===== src/rtl/logic_gates_bist.sv =====
// logic_gates_bist: sweeps a,b over all four vectors, checks the seven gate outputs against a truth table
module logic_gates_bist #(
  parameter int HOLD_CYCLES = 1,
  parameter int ERR_W       = 5
) (
  input  logic             clk,
  input  logic             rst,
  input  logic             start,
  output logic             a_out,
  output logic             b_out,
  input  logic             and_in,
  input  logic             or_in,
  input  logic             nand_in,
  input  logic             nor_in,
  input  logic             notb_in,
  input  logic             xor_in,
  input  logic             xnor_in,
  output logic             busy,
  output logic             done,
  output logic             pass,
  output logic [ERR_W-1:0] err_count,
  output logic [3:0]       fail_vec,
  output logic [6:0]       fail_mask
);
  localparam int HW = HOLD_CYCLES > 1 ? $clog2(HOLD_CYCLES) : 1;
  typedef enum logic [1:0] {IDLE, APPLY, COMPARE, DONE} state_t;
  state_t         state, state_n;
  logic [1:0]     v;
  logic [HW-1:0]  hold;
  logic           hold_last, accept;
  logic [6:0]     exp_o, act, m;
  logic [2:0]     pc;
  logic [ERR_W+2:0] sum;
  logic [ERR_W-1:0] err_sat;
  assign hold_last = hold == HW'(HOLD_CYCLES - 1);
  assign accept    = (state == IDLE || state == DONE) && start;
  always_ff @(posedge clk) begin
    if (rst) begin
      state     <= IDLE;
      v         <= '0;
      hold      <= '0;
      err_count <= '0;
      fail_vec  <= '0;
      fail_mask <= '0;
    end else begin
      state <= state_n;
      if (accept) begin
        v         <= '0;
        hold      <= '0;
        err_count <= '0;
        fail_vec  <= '0;
        fail_mask <= '0;
      end
      if (state == APPLY) hold <= hold_last ? '0 : hold + 1'b1;
      if (state == COMPARE) begin
        fail_mask   <= fail_mask | m;
        fail_vec[v] <= |m;
        err_count   <= err_sat;
        v           <= v + 1'b1;
      end
    end
  end
  always_comb begin
    state_n = state;
    unique case (state)
      IDLE, DONE: state_n = start ? APPLY : state;
      APPLY:      state_n = hold_last ? COMPARE : APPLY;
      COMPARE:    state_n = (v == 2'd3) ? DONE : APPLY;
      default:    state_n = IDLE;
    endcase
  end
  always_comb begin
    busy  = state == APPLY || state == COMPARE;
    done  = state == DONE;
    pass  = done && err_count == '0;
    a_out = busy & v[1];
    b_out = busy & v[0];
  end
  always_comb begin
    exp_o = {~(a_out ^ b_out), a_out ^ b_out, ~b_out, ~(a_out | b_out),
             ~(a_out & b_out), a_out | b_out, a_out & b_out};
    act   = {xnor_in, xor_in, notb_in, nor_in, nand_in, or_in, and_in};
    m     = exp_o ^ act;
    pc    = '0;
    for (int i = 0; i < 7; i++) pc = pc + {2'b0, m[i]};
    sum     = {3'b0, err_count} + {{ERR_W{1'b0}}, pc};
    err_sat = sum > {3'b0, {ERR_W{1'b1}}} ? '1 : sum[ERR_W-1:0];
  end
endmodule


===== config.mk =====
export PLATFORM = sky130hd
export DESIGN_NAME = logic_gates_bist
export DESIGN_NICKNAME = d
export VERILOG_FILES = /design/src/rtl/logic_gates_bist.sv
export SDC_FILE = /design/constraint.sdc
export NUM_CORES = 1
export LEC_CHECK = 0
export CELL_PAD_IN_SITES_DETAIL_PLACEMENT = 0
export CELL_PAD_IN_SITES_GLOBAL_PLACEMENT = 1
export CORE_UTILIZATION = 32
export CTS_BUF_LIST = sky130_fd_sc_hd__clkbuf_2
export CTS_CLUSTER_SIZE = 12
export DETAILED_ROUTE_END_ITERATION = 12
export PLACE_DENSITY_LB_ADDON = 0.1
export SLEW_MARGIN = 10
export SYNTH_ARGS = -nofsm -noshare
export SYNTH_HDL_FRONTEND = slang
export SYNTH_SLANG_ARGS = --single-unit

===== constraint.sdc =====
create_clock -name clk -period 5.28 [get_ports clk]
set_input_delay 0.792 -clock clk [delete_from_list [all_inputs] [get_ports clk]]
set_output_delay 0.792 -clock clk [all_outputs]
set_load 0.01 [all_outputs]

Figure 1. Congestion heat map.
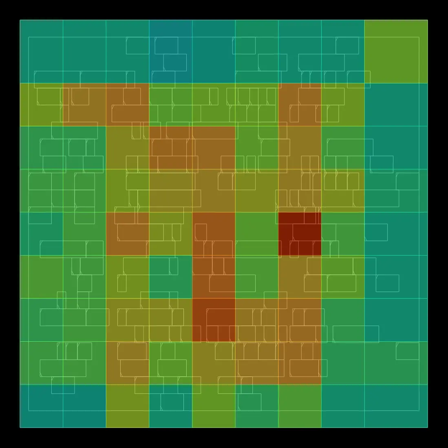
wire per inst: 13.4 um
final core occ: 44.6%

Figure 2. Metal layers overlaid.
Only two layers are drawn.
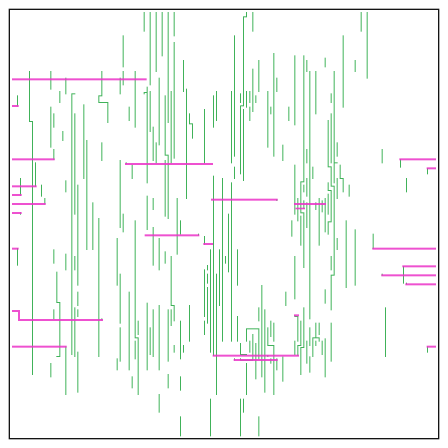
| colour | layer | wire length |
|---|---|---|
| green | metal 2 | 1380 um |
| magenta | metal 3 | 153 um |
final WL: 2.97 mm
Total GRT Usage: 16.1%

Figure 3. Signal wires on met1.
The bar under the picture is 20 um long. Supply wires on this layer in grey. Cells faint in the background.
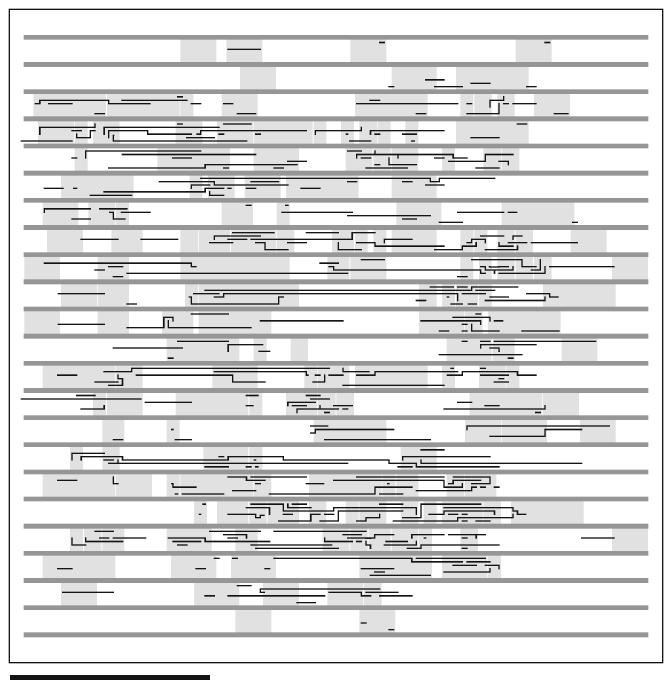
nets with wire on the layer: 174
wire length on this layer: 1380 um
main direction: horizontal
share of all routed wire: 47%
M1 GR Usage: 20.0%
via count: 1076

==> results.ini <==
[clock_network]
cts_tree = built
cts.clk_slew.worst_paths_ns = 0.22
cts_buffer_depth = 2
clock_latency_ns = 0.34
ctsHoldBuffers = 0
numCtsBuffers = 3
post_cts_buffers = 0
cts_resized = 0
root_buffer = clkbuf_2
clkSinkCount = 20
cts_max_level = 1

[placed_design]
pre_cts_slack_ns = 0.798
post-dp-hpwl_mm = 2.26
io_buffer_count = 30
placed_cell_area_um2 = 1620
dpl.cell_count = 218
gp_congestion = 0.757

[drt]
via_per_inst = 4.85
drt_iter0_drc = 59
ant_nets = 0
route.detailed.drc = 0
first_pass_iters = 4

[worst_setup_path]
crit_fanout = 7
end_kind = flip-flop
cp_data_required_time_ns = 5.54
criticalPathCategory = reg2reg
start_kind = flip-flop
regToRegSetupSlack_ns = 0.80
r2r_end = err_count[4]
worst-r2r-cell-count = 19
r2r-start = state[0]
cp.arrival_ns = 4.74

[power]
swShare_pct = 41.4
p_leak_nw = 0.683
power_frac_seq_pct = 27.7
clock_power_share_pct = 15.9
intPower_mw = 0.436
ir_drop_mv = 0.185
powerDensity_nw_per_um2 = 446
p_sw_mw = 0.308
pwr-share-comb_pct = 56.4

[flow_run]
maxCapViolations = 0
warning_count = 32

[yosys]
syn-cell-area_um2 = 1280
syn_area_per_cell_um2 = 8.84
ys_chip_area_um2 = 1280
largest_area_cell = dfxtp_1
postSynthSeqShare_pct = 31.2
yosysTopAreaCellShare_pct = 31.2
common_cells = dfxtp_1, inv_1, ha_1
flop_cell = dfxtp_1
syn_nets = 175
synth_flop_count = 20
async_flop_share_pct = 0
yosysMostFrequentCell = dfxtp_1
ys_cells = 145
area_leaders = dfxtp_1, ha_1, fa_1, inv_1, a21oi_1
edf_count = 0
synthDistinctLibCells = 37
synth_warnings = 0
synthCells = 145

[floorplanning]
ioPinCount = 31
die.size.y_um = 65.3
coreArea_um2 = 3740
row_count = 22
dieArea_um2 = 4260
initCoreUtil_pct = 34.3
dieWidth_um = 65.3

[worst_hold_path]
min_path_cells = 2
min_from = fail_vec[0]
min_to = fail_vec[0]
hold_class = reg2reg

[final_timing]
rsz0062_at_grt = false
timing.hold.ws_ns = 0.470
hold_violations = 0
tns_ns = 0
setup_violations = 0
min_period_over_period_pct = 84.8
setup_ws_ns = 0.804
min_period_ns = 4.48
slew_headroom_pct = 39.6
tightest_slew_ns = 0.906
drv_slew = 0
fmax_mhz = 223
skew_ns = 0.0219

[outcome]
status = completed

[global_routing]
grt_overflow = 0
grt_pass1_wl_mm = 5.15
grt_pass1_vias = 1081
antenna_found_initial = 0
grt_max_degree = 28

[layout]
drive_above_1_share_pct = 6.32
stdcell_count = 222
final_area_um2 = 1670
logic_area_um2 = 790
layout.nets = 205
seq_area_um2 = 400
fill_cells = 395
diodes = 0
syn2layout_area_growth_pct = 30.0

per-layer routing:
metal  vias up  share of wire (%)  global-route usage [%]
met5         -                  0                       0
met4         0                1.8                    4.89
met3         7                5.2                    4.69
met2        29                 47                    26.5
met1       487                 47                    20.0
li1        553                  -                       -
cells in the final DEF (no fill, tap or decap), types with 2 or more instances in the layout:
cell type	synthesis	final
a22oi_1	5	5
fa_1	4	4
nand2_1	8	8
a21oi_1	11	11
inv_1	17	17
nor2_1	12	12
xnor2_1	4	4
nand3_1	7	7
clkdlybuf4s50_1	0	30
ha_1	16	16
clkbuf_2	0	3
o21ai_0	2	2
nor2b_1	3	3
xor2_1	3	3
a311oi_1	3	3
o21ai_1	4	4
a211oi_1	2	2
dfxtp_1	20	20
logic make-up after synthesis:
group | share of synthesized area, %
buffers and inverters | 7.22
and+or+nand+nor | 16.0
xor gates and xnor gates | 6.05
AOI/OAI and AO/OA | 17.7
DFF | 31.2
adders and majority gates | 21.9
state kept, by name, summed over array words and instances (netlist names):
signal	count
fail_vec	4
err_count	5
v	2
state	2
fail_mask	7
power groups by stage:
stage	sequential [mW]	clock [mW]	combinational [mW]
after floorplan	0.214	0	0.279
after global placement	0.209	0	0.416
after detailed placement	0.210	0	0.424
after CTS	0.207	0.122	0.426
after global routing	0.211	0.129	0.477
final	0.206	0.118	0.419
worst max-delay path, cell delays in order (launching register included):
cell and delay (ns):
dfxtp_1 0.44, inv_1 0.06, ha_1 0.41, inv_2 0.06
nand2_2 0.09, clkinv_2 0.09, ha_1 0.24, xor2_1 0.39
fa_1 0.48, inv_1 0.09, fa_1 0.41, fa_1 0.47
inv_1 0.06, ha_1 0.16, inv_1 0.06, fa_1 0.40
nor2b_1 0.15, o31ai_1 0.09, nor4_1 0.17, a211oi_1 0.08
worst max path at each step:
stage	startpoint	end	cells past startpoint
2_1_floorplan	state[0]	err_count[4]	19
3_3_place_gp	state[0]	err_count[4]	17
3_5_place_dp	state[0]	err_count[4]	17
4_1_cts	state[0]	err_count[4]	17
5_1_grt	state[0]	err_count[4]	19
6_report	state[0]	err_count[4]	19
stage by stage:
step	utilization, %	power, mW
finish	44.6	0.744
detailed placement	43.3	0.634
floorplan	-	0.493
global placement	43.3	0.626
global route	44.6	0.817
CTS	44.6	0.755
layout make-up:
type                    instances  share of cell area [%]
multi-input cells             101                    47.3
repair buffers                 30                    18.0
well taps                      48                    3.60
flip-flops and latches         20                    24.0
inverters                      19                    4.35
clock inverters                 1                    1.80
clock buffers                   3                   0.900
No activity file was given, so power comes from the tool's default toggle rates.
